**Run 1: clock network drawn from the DEF**

The bar under the picture is 20 um long.
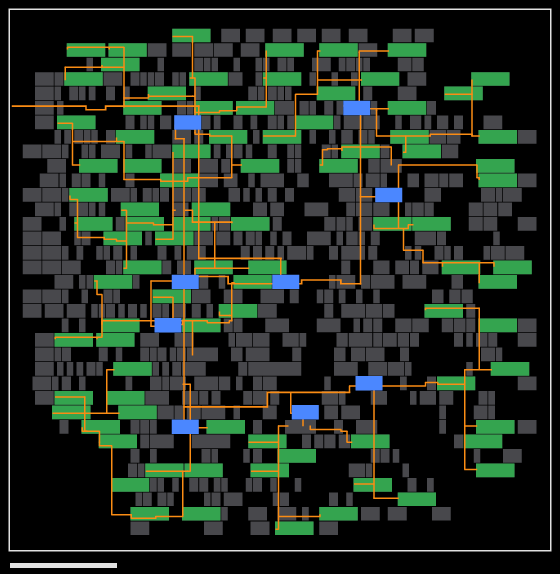
**Run 1: routing congestion**

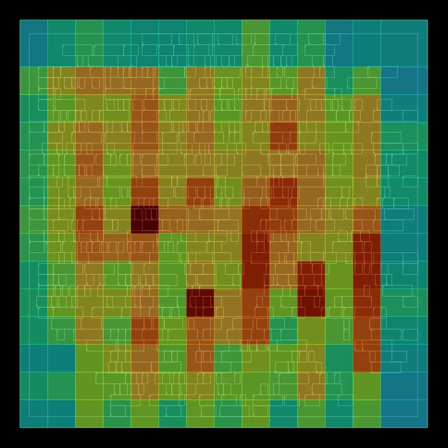
**Run 1: sequential cells grouped by signal name**

The bar under the picture is 20 um long.
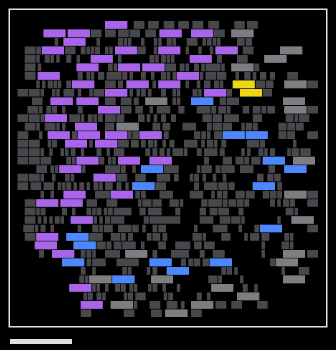
## src/rtl/vin_add_sequencer.sv

```systemverilog
// Time-multiplexed N_IN-operand signed fixed-point adder: one operand per cycle through a shared accumulator.
// Optional build macro VIN_ADD_SAT_EN makes every accumulation step saturate instead of wrap.
module vin_add_sequencer #(
    parameter int unsigned DATA_WIDTH  = 16,
    parameter int unsigned FRACT_WIDTH = 8,
    parameter int unsigned N_IN        = 3
) (
    input  logic                       clk,
    input  logic                       rst,
    input  logic                       in_valid,
    output logic                       in_ready,
    input  logic [N_IN*DATA_WIDTH-1:0] in_data,
    output logic                       out_valid,
    input  logic                       out_ready,
    output logic [DATA_WIDTH-1:0]      out_data,
    output logic                       out_ovf,
    output logic                       busy
);

    localparam int unsigned IDX_W = (N_IN > 1) ? $clog2(N_IN) : 1;
    localparam int unsigned MSB   = DATA_WIDTH - 1;

    // Elaboration-time parameter legality
    generate
        if (N_IN < 2 || N_IN > 256) begin : g_bad_n_in
            $error("vin_add_sequencer: N_IN must be within 2..256");
        end
        if (FRACT_WIDTH >= DATA_WIDTH) begin : g_bad_fract
            $error("vin_add_sequencer: FRACT_WIDTH must be below DATA_WIDTH");
        end
    endgenerate

    typedef enum logic [1:0] {
        IDLE  = 2'd0,
        ACCUM = 2'd1,
        DONE  = 2'd2
    } state_t;

    state_t                 r_state;
    state_t                 w_state_nxt;
    logic [DATA_WIDTH-1:0]  r_ops [N_IN];
    logic [DATA_WIDTH-1:0]  w_ops_nxt [N_IN];
    logic [DATA_WIDTH-1:0]  r_acc;
    logic [DATA_WIDTH-1:0]  w_acc_nxt;
    logic [IDX_W-1:0]       r_idx;
    logic [IDX_W-1:0]       w_idx_nxt;
    logic                   r_ovf;
    logic                   w_ovf_nxt;
    logic [DATA_WIDTH-1:0]  r_out_data;
    logic [DATA_WIDTH-1:0]  w_out_data_nxt;
    logic                   r_out_ovf;
    logic                   w_out_ovf_nxt;
    logic                   r_in_ready;
    logic                   r_out_valid;
    logic                   r_busy;

    logic [DATA_WIDTH-1:0]  w_op;
    logic [DATA_WIDTH-1:0]  w_sum;
    logic [DATA_WIDTH-1:0]  w_step;
    logic                   w_step_ovf;

    // One accumulation step: overflow when equal-sign operands yield a sign flip
    assign w_op       = r_ops[r_idx];
    assign w_sum      = r_acc + w_op;
    assign w_step_ovf = (r_acc[MSB] == w_op[MSB]) && (w_sum[MSB] != r_acc[MSB]);

`ifdef VIN_ADD_SAT_EN
    localparam logic [DATA_WIDTH-1:0] SAT_MAX = {1'b0, {(DATA_WIDTH-1){1'b1}}};
    localparam logic [DATA_WIDTH-1:0] SAT_MIN = {1'b1, {(DATA_WIDTH-1){1'b0}}};
    assign w_step = w_step_ovf ? (w_op[MSB] ? SAT_MIN : SAT_MAX) : w_sum;
`else
    assign w_step = w_sum;
`endif

    // Next-state and datapath update
    always_comb begin
        w_state_nxt    = r_state;
        w_ops_nxt      = r_ops;
        w_acc_nxt      = r_acc;
        w_idx_nxt      = r_idx;
        w_ovf_nxt      = r_ovf;
        w_out_data_nxt = r_out_data;
        w_out_ovf_nxt  = r_out_ovf;

        case (r_state)
            IDLE: begin
                if (in_valid && r_in_ready) begin
                    for (int k = 0; k < int'(N_IN); k++) begin
                        w_ops_nxt[k] = in_data[k*DATA_WIDTH +: DATA_WIDTH];
                    end
                    w_acc_nxt   = '0;
                    w_idx_nxt   = '0;
                    w_ovf_nxt   = 1'b0;
                    w_state_nxt = ACCUM;
                end
            end
            ACCUM: begin
                w_acc_nxt = w_step;
                w_ovf_nxt = r_ovf | w_step_ovf;
                w_idx_nxt = r_idx + IDX_W'(1);
                if (r_idx == IDX_W'(N_IN - 1)) begin
                    w_out_data_nxt = w_step;
                    w_out_ovf_nxt  = r_ovf | w_step_ovf;
                    w_state_nxt    = DONE;
                end
            end
            DONE: begin
                if (out_ready) begin
                    w_state_nxt = IDLE;
                end
            end
            default: begin
                w_state_nxt = IDLE;
            end
        endcase
    end

    // State and output registers; status outputs are decoded from the next state
    always_ff @(posedge clk) begin
        if (rst) begin
            r_state     <= IDLE;
            for (int k = 0; k < int'(N_IN); k++) begin
                r_ops[k] <= '0;
            end
            r_acc       <= '0;
            r_idx       <= '0;
            r_ovf       <= 1'b0;
            r_out_data  <= '0;
            r_out_ovf   <= 1'b0;
            r_in_ready  <= 1'b1;
            r_out_valid <= 1'b0;
            r_busy      <= 1'b0;
        end else begin
            r_state     <= w_state_nxt;
            r_ops       <= w_ops_nxt;
            r_acc       <= w_acc_nxt;
            r_idx       <= w_idx_nxt;
            r_ovf       <= w_ovf_nxt;
            r_out_data  <= w_out_data_nxt;
            r_out_ovf   <= w_out_ovf_nxt;
            r_in_ready  <= (w_state_nxt == IDLE);
            r_out_valid <= (w_state_nxt == DONE);
            r_busy      <= (w_state_nxt != IDLE);
        end
    end

    assign in_ready  = r_in_ready;
    assign out_valid = r_out_valid;
    assign out_data  = r_out_data;
    assign out_ovf   = r_out_ovf;
    assign busy      = r_busy;

endmodule

```

## config.mk

```make
export PLATFORM = sky130hd
export DESIGN_NAME = vin_add_sequencer
export DESIGN_NICKNAME = d
export VERILOG_FILES = /design/src/rtl/vin_add_sequencer.sv
export SDC_FILE = /design/constraint.sdc
export NUM_CORES = 1
export LEC_CHECK = 0
export CAP_MARGIN = 20
export CORE_MARGIN = 2
export CORE_UTILIZATION = 45
export CTS_CLUSTER_SIZE = 8
export DETAILED_ROUTE_END_ITERATION = 7
export MAX_ROUTING_LAYER = met4
export PLACE_DENSITY = 0.76
export SLEW_MARGIN = 25
export SYNTH_ARGS = -nofsm -noshare
export SYNTH_HDL_FRONTEND = slang
export SYNTH_SLANG_ARGS = --single-unit
```

## constraint.sdc

```tcl
create_clock -name clk -period 3.35 [get_ports clk]
set_input_delay 0.5025 -clock clk [delete_from_list [all_inputs] [get_ports clk]]
set_output_delay 0.5025 -clock clk [all_outputs]
set_load 0.01 [all_outputs]
```

==> changes_impl.md, run 1 <==
## Implementation

- Multi-input gate share of total cell area: 44.20%
- Post-synth EDFFs: 0
- Chip area: 10270 um2
- Sw frac: 31.04%
- Non-clock buffer count: 80
- Crit path DAT: 3280 ps
- Hold Worst Slack: 456.7 ps
- Endpoint, Worst Hold: out_data[6]$_SDFFE_PP0P_
- Reg-to-Reg Start: r_idx[0]$_SDFFE_PP0P_
- Invs w/o clock: 6
- Most frequent cells after synthesis: 152 x nand2_1, 89 x dfxtp_1, 87 x a21oi_1, 30 x clkbuf_1
- Comb_multi_in: 412
- Routed Wire Length: 10940 um
- Length in cells of the worst reg-to-reg path: 10
- Dominant comb cell: simple AND/OR/NAND/NOR gates
- HP Class: reg -> reg
- P_leak: 1.880 nW
- Top power group: sequential cells
- Fill count: 886
- Die Y: 101.3 um
- Final worst slack: 391.9 ps
- CP top delay family: AND-OR/OR-AND gates
- DP HPWL: 8032 um
- WP buf/inv: 0
- Post-route ant nets: 0
- Clk slew on worst S/H paths: 100 ps
- Top-area cell share: 41.78%
- RD Place Congestion: 0.9198
- Power share of the clock group: 32.6%
- F_max: 0.3381 GHz
- CP Capture Type: flip-flop
- OpenROAD warnings: 26
- Clk tree area frac: 3.916%
- Pins Over Slew Limit: 0
- Chip Area, Yosys: 4264 um2
- Dpl cell area: 5030 um2
- Dpl cells: 698
- Vias in the first global route: 3671
- Top sig layer: met4
- Routing usage on met2: 35.61%
- Highest-count logic cell in the final layout: nand2_1
- Buffering overhead: 14.80%
- Largest class: multi-input combinational cells
- P_clk: 0.743 mW
- Register area: 1782 um2
- Top Layout Cells: 152 x nand2_1, 89 x dfxtp_1, 87 x a21oi_1
- Status: finished clean
- Crit-path cells: mux2i_1, o21ai_0, ha_1, fa_1, a21oi_1, o22ai_1, a21oi_1, a31oi_2, nor4b_1, a221o_1
- Hold depth: 2
- Min-delay src: out_data[6]$_SDFFE_PP0P_
- Power Density: 434.9 nW/um2
- Max FFs per register: 48
- Nets: 667
- Final TNS setup: 0 ps
- Synth Warn #: 0
- Busiest layer in global routing: met2
- Number of setup violations in the final report: 0
- Core Region: 9196 um2
- Grt total ovfl: 0
- Post-Place Setup Slack: 422.4 ps
- Ant diodes: 0
- Area fraction in mux cells: 4.020%
- Cts bufs inserted: 9
- Global-route wire length before repair: 17730 um
- Mapped Cells: 546
- Combinational cell power: 0.388 mW
- Xor+xnor area frac: 2.259%
- Logic area: 2316 um2
- Netlist cell types: 52
- Floorplan Nets: 615
- Design Power: 2.279 mW
- Initial antenna violation count: 0
- CTS root buf: clkbuf_8
- VDD IR max: 176.8 uV
- Std cell rows: 35
- R2R Setup Slk: 390 ps
- Critical path's most frequent cell: a21oi_1
- Critical path origin: r_idx[0]$_SDFFE_PP0P_
- Adder Share, Synth: 5.164%
- Crit start category: flip-flop
- # H-tree levels: 3
- Pre-antenna DRT Iters: 5
- RSZ-0062 raised after global routing: false
Notes on 'clock network drawn from the DEF' above:
[green] flip-flops | count: 89
[blue] cells driving clock nets | count: 9
[orange] clock wires | length: 1070 um
flops lie: all over the die
routed clock nets: 10

Notes on 'routing congestion' above:
Core Util, Final: 56.98%
DR WL/cell: 15.32 um
Global Route met1 Usage: 29.52%
met3 Use GR: 3.934%

Notes on 'sequential cells grouped by signal name' above:
| colour | netlist name | flops |
|---|---|---|
| yellow | `r_state` | 2 |
| blue | `r_acc` | 16 |
| purple | `r_ops` | 48 |
not coloured: 23

**Run 1: logic cells by family**

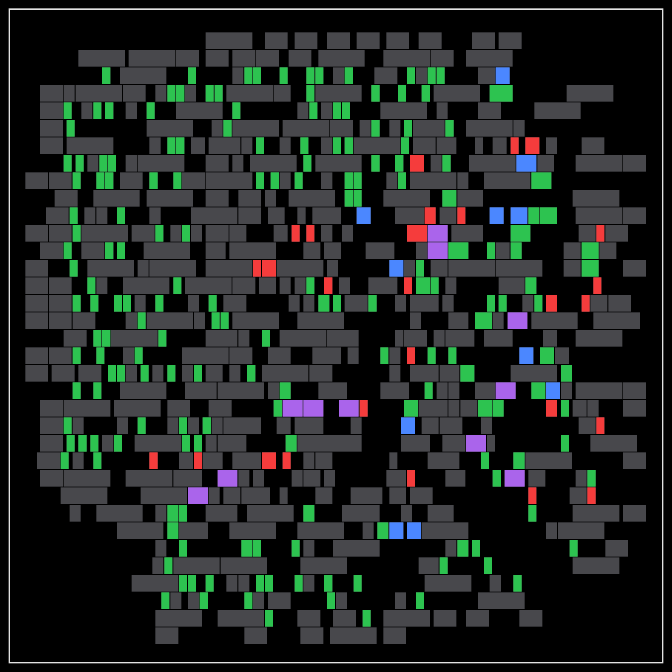

==> run 1 -> run 2 <==
--- a/config.mk
+++ b/config.mk
@@ -6,12 +6,15 @@
 export NUM_CORES = 1
 export LEC_CHECK = 0
 export CAP_MARGIN = 20
+export CELL_PAD_IN_SITES_DETAIL_PLACEMENT = 1
+export CELL_PAD_IN_SITES_GLOBAL_PLACEMENT = 1
 export CORE_MARGIN = 2
-export CORE_UTILIZATION = 45
+export CORE_UTILIZATION = 39
+export CTS_CLUSTER_DIAMETER = 60
 export CTS_CLUSTER_SIZE = 8
 export DETAILED_ROUTE_END_ITERATION = 7
 export MAX_ROUTING_LAYER = met4
-export PLACE_DENSITY = 0.76
+export PLACE_DENSITY = 0.87
 export SLEW_MARGIN = 25
 export SYNTH_ARGS = -nofsm -noshare
 export SYNTH_HDL_FRONTEND = slang
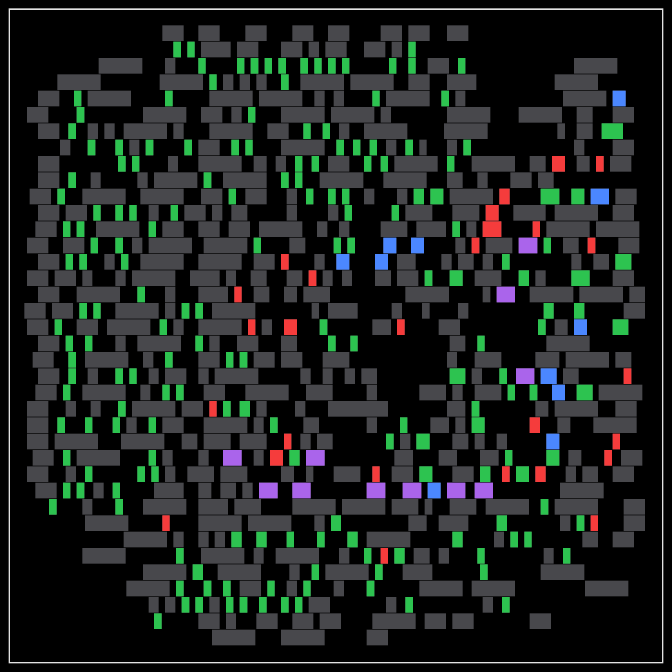
**Above:** run 2 (logic cells by family).
| colour | family | cells |
|---|---|---|
| purple | XOR/XNOR gates | 11 |
| green | NAND gates | 182 |
| blue | AND and OR gates | 11 |
| red | NOR gates | 27 |

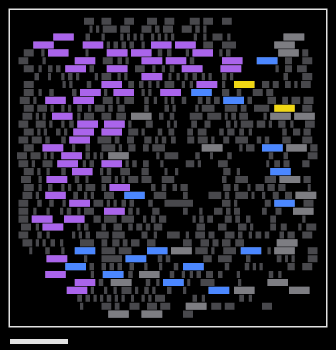
**Above:** run 2 (sequential cells grouped by signal name).
The bar under the picture is 20 um long.
register area: 1782 um2
Core Util, Final: 48.98%
Sequential Power: 1.15 mW
Seq/total area: 33.86%

==> changes_impl.md, run 2 <==
## Implementation

- Status: finished clean
- Most flops, register: r_ops
- Combinational cell power: 0.398 mW (+3%)
- CTS root buf: clkbuf_8
- Max FFs per register: 48 (unchanged)
- VDD IR max: 188.0 uV (+6.3%)
- Top-count cell post-synth: nand2_1
- Area fraction in mux cells: 4.020% (unchanged)
- Met1 WL: 5474 um
- RSZ-0062 raised after global routing: false
- Fill count: 1323 (+49%)
- Logic area: 2313 um2 (-0.11%)
- Crit-path cells: buf_4, mux2i_1, o21ai_0, ha_1, fa_1, a21oi_1, o22ai_1, a21oi_1, a31oi_2, nor4b_1, a221o_1
- Hold depth: 2 (unchanged)
- Post-synth EDFFs: 0 (unchanged)
- Quantity of I/O buffers inserted on ports: 71
- Routing usage on met2: 37.23% (+1.6 points)
- Layout cell share with drive strength beyond 1: 5.960%
- Core Region: 10750 um2 (+17%)
- Synth Warn #: 0 (unchanged)
- R2R Setup Slk: 340 ps (-50 ps)
- Iteration-0 DRC Markers: 192
- Chip Area, Yosys: 4264 um2 (unchanged)
- Stages on the worst setup path: 11
- Crit path DAT: 3320 ps (+40 ps)
- WP buf/inv: 1 (+1)
- Post-route cell area: 5263 um2
- Die Y: 108.6 um (+7.1%)
- Clk slew on worst S/H paths: 90 ps (about the same)
- Nets: 668 (+0.15%)
- DP HPWL: 9141 um (+14%)
- Yosys Instances: 546
- Highest-count logic cell in the final layout: nand2_1
- Top power group: sequential cells
- Non-clock buffer count: 81 (+1.3%)
- CTS resizes: 0
- P_leak: 1.870 nW (-0.50%)
- Hold Worst Slack: 456.3 ps (-0.3740 ps)
- OpenROAD warnings: 26 (unchanged)
- # H-tree levels: 3 (unchanged)
- FP Util: 39.68%
- Pre-antenna DRT Iters: 4 (-1)
- Post-Place Setup Slack: 355.5 ps (-66.92 ps)
- Netlist cell types: 52 (unchanged)
- Min-delay src: out_data[6]$_SDFFE_PP0P_
- Comb_multi_in: 412 (unchanged)
- Grt total ovfl: 0 (unchanged)
- Std cell rows: 38 (+8.6%)
- Top Layout Cells: 152 x nand2_1, 89 x dfxtp_1, 87 x a21oi_1
- Sw frac: 29.75% (-1.3 points)
- Register share after synthesis: 41.78%
- Busiest layer in global routing: met2
- Critical path origin: r_idx[0]$_SDFFE_PP0P_
- Number of setup violations in the final report: 0 (unchanged)
- DRC viols: 0
- Dpl cell area: 5081 um2 (+1.0%)
- Pins Over Slew Limit: 0 (unchanged)
- Buffering overhead: 15.03% (+0.22 points)
- Clock buffers: 11
- Final worst slack: 341.6 ps (-50.27 ps)
- Global-route wire length before repair: 20060 um (+13%)
- Top-area cell share: 41.78% (unchanged)
- Largest class: multi-input combinational cells
- Top sig layer: met4
- Post-route ant nets: 0 (unchanged)
- Ant diodes: 0 (unchanged)
- F_max: 0.3324 GHz (-1.7%)
- Global Route met1 Usage: 27.92% (-1.6 points)
- Crit start category: flip-flop
- Dpl cells: 728 (+4.3%)
- Endpoint, Worst Hold: out_data[6]$_SDFFE_PP0P_
- FF-to-FF End: r_acc[14]$_SDFFE_PP0P_
- Adder Share, Synth: 5.164% (unchanged)
- Length in cells of the worst reg-to-reg path: 11 (+1)
- CP top delay family: AND-OR/OR-AND gates
- CP Data Required Time: 3660 ps
- Met3 Use GR: 4.219% (+0.29 points)
- Shortest period the worst path allows: 3008 ps
- RD Place Congestion: 0.8714 (-5.3%)
- Critical path's most frequent cell: a21oi_1
- Design Power: 2.236 mW (-1.9%)
- Final TNS setup: 0 ps (unchanged)
- P_clk: 0.690 mW (-7.1%)
- Largest net degree at the start of global routing: 67
- Invs w/o clock: 6 (unchanged)
- Power Density: 424.9 nW/um2 (-2.3%)
- Power share of the clock group: 30.9% (-1.7 points)
- Flops after synth: 89
- Dominant comb cell: simple AND/OR/NAND/NOR gates
- Clk tree area frac: 3.400% (-0.52 points)
- Routed Wire Length: 12110 um (+11%)
- Fin cells: 744
- Chip area: 11790 um2 (+15%)
- Max-cap violations: 0
- Floorplan Nets: 615 (unchanged)
- Post-synth ARST share: 0%
- Multi-input gate share of total cell area: 43.96% (-0.24 points)
- Most frequent cells after synthesis: 152 x nand2_1, 89 x dfxtp_1, 87 x a21oi_1, 30 x clkbuf_1
- Initial antenna violation count: 0 (unchanged)
- CP Capture Type: flip-flop
- Reg-to-Reg Start: r_idx[0]$_SDFFE_PP0P_
- Xor+xnor area frac: 2.259% (unchanged)
- DR WL/cell: 16.27 um (+6.2%)
- HP Class: reg -> reg
- Cts bufs inserted: 9 (unchanged)
- Mapped Cells: 546 (unchanged)
- Syn_area_per_cell: 7.810 um2
- Vias in the first global route: 4061 (+11%)
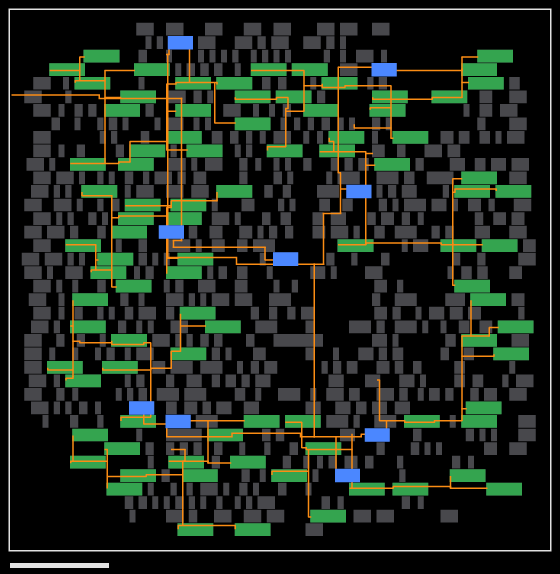
**Above:** run 2 (clock network drawn from the DEF).
The bar under the picture is 20 um long.
[green] flip-flops | count: 89
[orange] clock wires | length: 1110 um
[blue] cells driving clock nets | count: 9
flops lie: all over the die
routed clock nets: 10

**Run 2: cells coloured by class**

The bar under the picture is 20 um long.
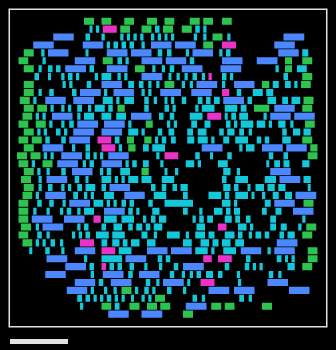

==> run 2 -> run 3 <==
--- a/config.mk
+++ b/config.mk
@@ -6,15 +6,13 @@
 export NUM_CORES = 1
 export LEC_CHECK = 0
 export CAP_MARGIN = 20
-export CELL_PAD_IN_SITES_DETAIL_PLACEMENT = 1
-export CELL_PAD_IN_SITES_GLOBAL_PLACEMENT = 1
 export CORE_MARGIN = 2
-export CORE_UTILIZATION = 39
+export CORE_UTILIZATION = 45
 export CTS_CLUSTER_DIAMETER = 60
 export CTS_CLUSTER_SIZE = 8
 export DETAILED_ROUTE_END_ITERATION = 7
 export MAX_ROUTING_LAYER = met4
-export PLACE_DENSITY = 0.87
+export PLACE_DENSITY = 0.76
 export SLEW_MARGIN = 25
 export SYNTH_ARGS = -nofsm -noshare
 export SYNTH_HDL_FRONTEND = slang
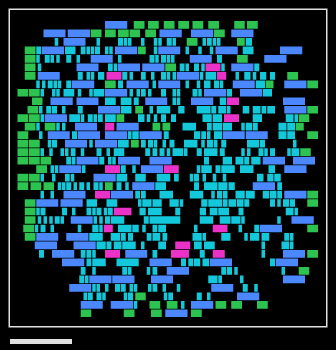
**Above:** run 3 (cells coloured by class).
The bar under the picture is 20 um long.
| colour | class | cells | share of their area |
|---|---|---|---|
| blue | flip-flops | 89 | 35% |
| cyan | all other logic | 418 | 46% |
| magenta | clock drivers and dummy loads | 16 | 4.0% |
| green | other buffers and delay cells | 80 | 15% |

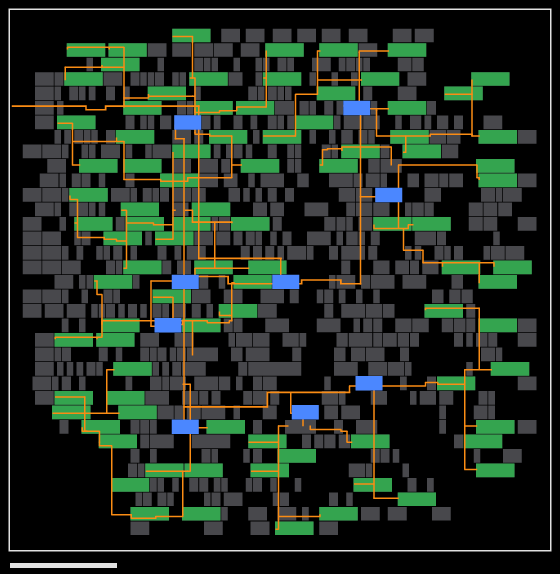
**Above:** run 3 (clock network drawn from the DEF).
The bar under the picture is 20 um long.
power share of the clock group: 32.6%
Setup Skew: 24.59 ps
clk latency late pin: 380 ps
P_clk: 0.743 mW

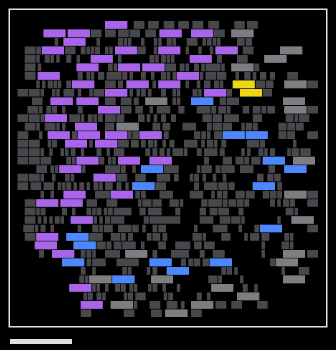
**Above:** run 3 (sequential cells grouped by signal name).
The bar under the picture is 20 um long.
| colour | netlist name | flops |
|---|---|---|
| purple | `r_ops` | 48 |
| yellow | `r_state` | 2 |
| blue | `r_acc` | 16 |

==> changes_impl.md, run 3 <==
## Implementation

- Clk slew on worst S/H paths: 100 ps (about the same)
- Post-synth ARST share: 0% (unchanged)
- Largest class: multi-input combinational cells
- Power Density: 434.9 nW/um2 (+2.3%)
- Post-Place Setup Slack: 422.4 ps (+66.92 ps)
- CTS root buf: clkbuf_8
- Most frequent cells after synthesis: 152 x nand2_1, 89 x dfxtp_1, 87 x a21oi_1, 30 x clkbuf_1
- HP Class: reg -> reg
- Length in cells of the worst reg-to-reg path: 10 (-1)
- CTS resizes: 0 (unchanged)
- Crit path DAT: 3280 ps (-40 ps)
- Max FFs per register: 48 (unchanged)
- Sw frac: 31.04% (+1.3 points)
- Top sig layer: met4
- Post-synth EDFFs: 0 (unchanged)
- Crit-path cells: mux2i_1, o21ai_0, ha_1, fa_1, a21oi_1, o22ai_1, a21oi_1, a31oi_2, nor4b_1, a221o_1
- RSZ-0062 raised after global routing: false
- Register area: 1782 um2 (unchanged)
- Ant diodes: 0 (unchanged)
- Critical path's most frequent cell: a21oi_1
- Design Power: 2.279 mW (+1.9%)
- Routing usage on met2: 35.61% (-1.6 points)
- Compound Share, Synth: 20.63%
- Std cell rows: 35 (-7.9%)
- Routed Wire Length: 10940 um (-9.6%)
- CP Data Required Time: 3670 ps (about the same)
- Xor+xnor area frac: 2.259% (unchanged)
- Adder Share, Synth: 5.164% (unchanged)
- Fill count: 886 (-33%)
- Yosys Instances: 546 (unchanged)
- Layout cell share with drive strength beyond 1: 6.136% (+0.18 points)
- Min-delay src: out_data[6]$_SDFFE_PP0P_
- Pre-antenna DRT Iters: 5 (+1)
- Largest net degree at the start of global routing: 62 (-7.5%)
- Final TNS setup: 0 ps (unchanged)
- Non-clock buffer count: 80 (-1.2%)
- Dpl cell area: 5030 um2 (-1.0%)
- Comb_multi_in: 412 (unchanged)
- Top power group: sequential cells
- VDD IR max: 176.8 uV (-6.0%)
- Quantity of I/O buffers inserted on ports: 71 (unchanged)
- CTS tree: done
- Hold depth: 2 (unchanged)
- Logic area: 2316 um2 (+0.11%)
- Top-count cell post-synth: nand2_1
- Dominant comb cell: simple AND/OR/NAND/NOR gates
- Global-route wire length before repair: 17730 um (-12%)
- Endpoint, Worst Hold: out_data[6]$_SDFFE_PP0P_
- Critical path origin: r_idx[0]$_SDFFE_PP0P_
- R2R Setup Slk: 390 ps (+50 ps)
- Multi-input gate share of total cell area: 44.20% (+0.24 points)
- Status: finished clean
- Synth Warn #: 0 (unchanged)
- Stages on the worst setup path: 10 (-1)
- Vias in the first global route: 3671 (-9.6%)
- CP top delay family: AND-OR/OR-AND gates
- Register share after synthesis: 41.78% (unchanged)
- RD Place Congestion: 0.9198 (+5.6%)
- Shortest period the worst path allows: 2958 ps (-50.27 ps)
- Clk tree area frac: 3.916% (+0.52 points)
- F_max: 0.3381 GHz (+1.7%)
- DRC viols: 0 (unchanged)
- Highest-count logic cell in the final layout: nand2_1
- DP HPWL: 8032 um (-12%)
- Flops after synth: 89 (unchanged)
- Iteration-0 DRC Markers: 192 (unchanged)
- Combinational cell power: 0.388 mW (-3%)
- P_leak: 1.880 nW (+0.51%)
- Synth Flop Type: dfxtp_1
- Hold Worst Slack: 456.7 ps (+0.3740 ps)
- Core Util, Final: 56.98% (+8.0 points)
- Crit start category: flip-flop
- Clock buffers: 9 (-2)
- Reg-to-Reg Start: r_idx[0]$_SDFFE_PP0P_
- Busiest layer in global routing: met2
- Post-route ant nets: 0 (unchanged)
- Met1 WL: 5097 um (-6.9%)
- Max stage delay on crit path: 490 ps
- Core Region: 9196 um2 (-14%)
- Met3 Use GR: 3.934% (-0.29 points)
- Nets: 667 (-0.15%)
- DR WL/cell: 15.32 um (-5.9%)
- Area fraction in mux cells: 4.020% (unchanged)
- Floorplan Nets: 615 (unchanged)
- Global Route met1 Usage: 29.52% (+1.6 points)
- Die Y: 101.3 um (-6.7%)
- Chip Area, Yosys: 4264 um2 (unchanged)
- # H-tree levels: 3 (unchanged)
- Max-cap violations: 0 (unchanged)
- Seq/total area: 34.00% (+0.15 points)
- FF-to-FF End: r_acc[14]$_SDFFE_PP0P_
- Mapped Cells: 546 (unchanged)
- Top-area cell share: 41.78% (unchanged)
- Top Layout Cells: 152 x nand2_1, 89 x dfxtp_1, 87 x a21oi_1
- Grt total ovfl: 0 (unchanged)
- Post-CTS Setup Bufs: 0
- Netlist cell types: 52 (unchanged)
- FP Util: 46.37% (+6.7 points)
- CP Capture Type: flip-flop
- Dpl cells: 698 (-4.1%)
- Syn_area_per_cell: 7.810 um2 (unchanged)
- OpenROAD warnings: 26 (unchanged)
- Buffering overhead: 14.80% (-0.22 points)
- Most flops, register: r_ops
- Fin cells: 714 (-4.0%)
- Sequential Power: 1.15 mW (about the same)
- Chip area: 10270 um2 (-13%)
- Cts bufs inserted: 9 (unchanged)
- WP buf/inv: 0 (-1)
- Number of setup violations in the final report: 0 (unchanged)
- Post-route cell area: 5240 um2 (-0.43%)
Power and IR drop assume default switching activity.
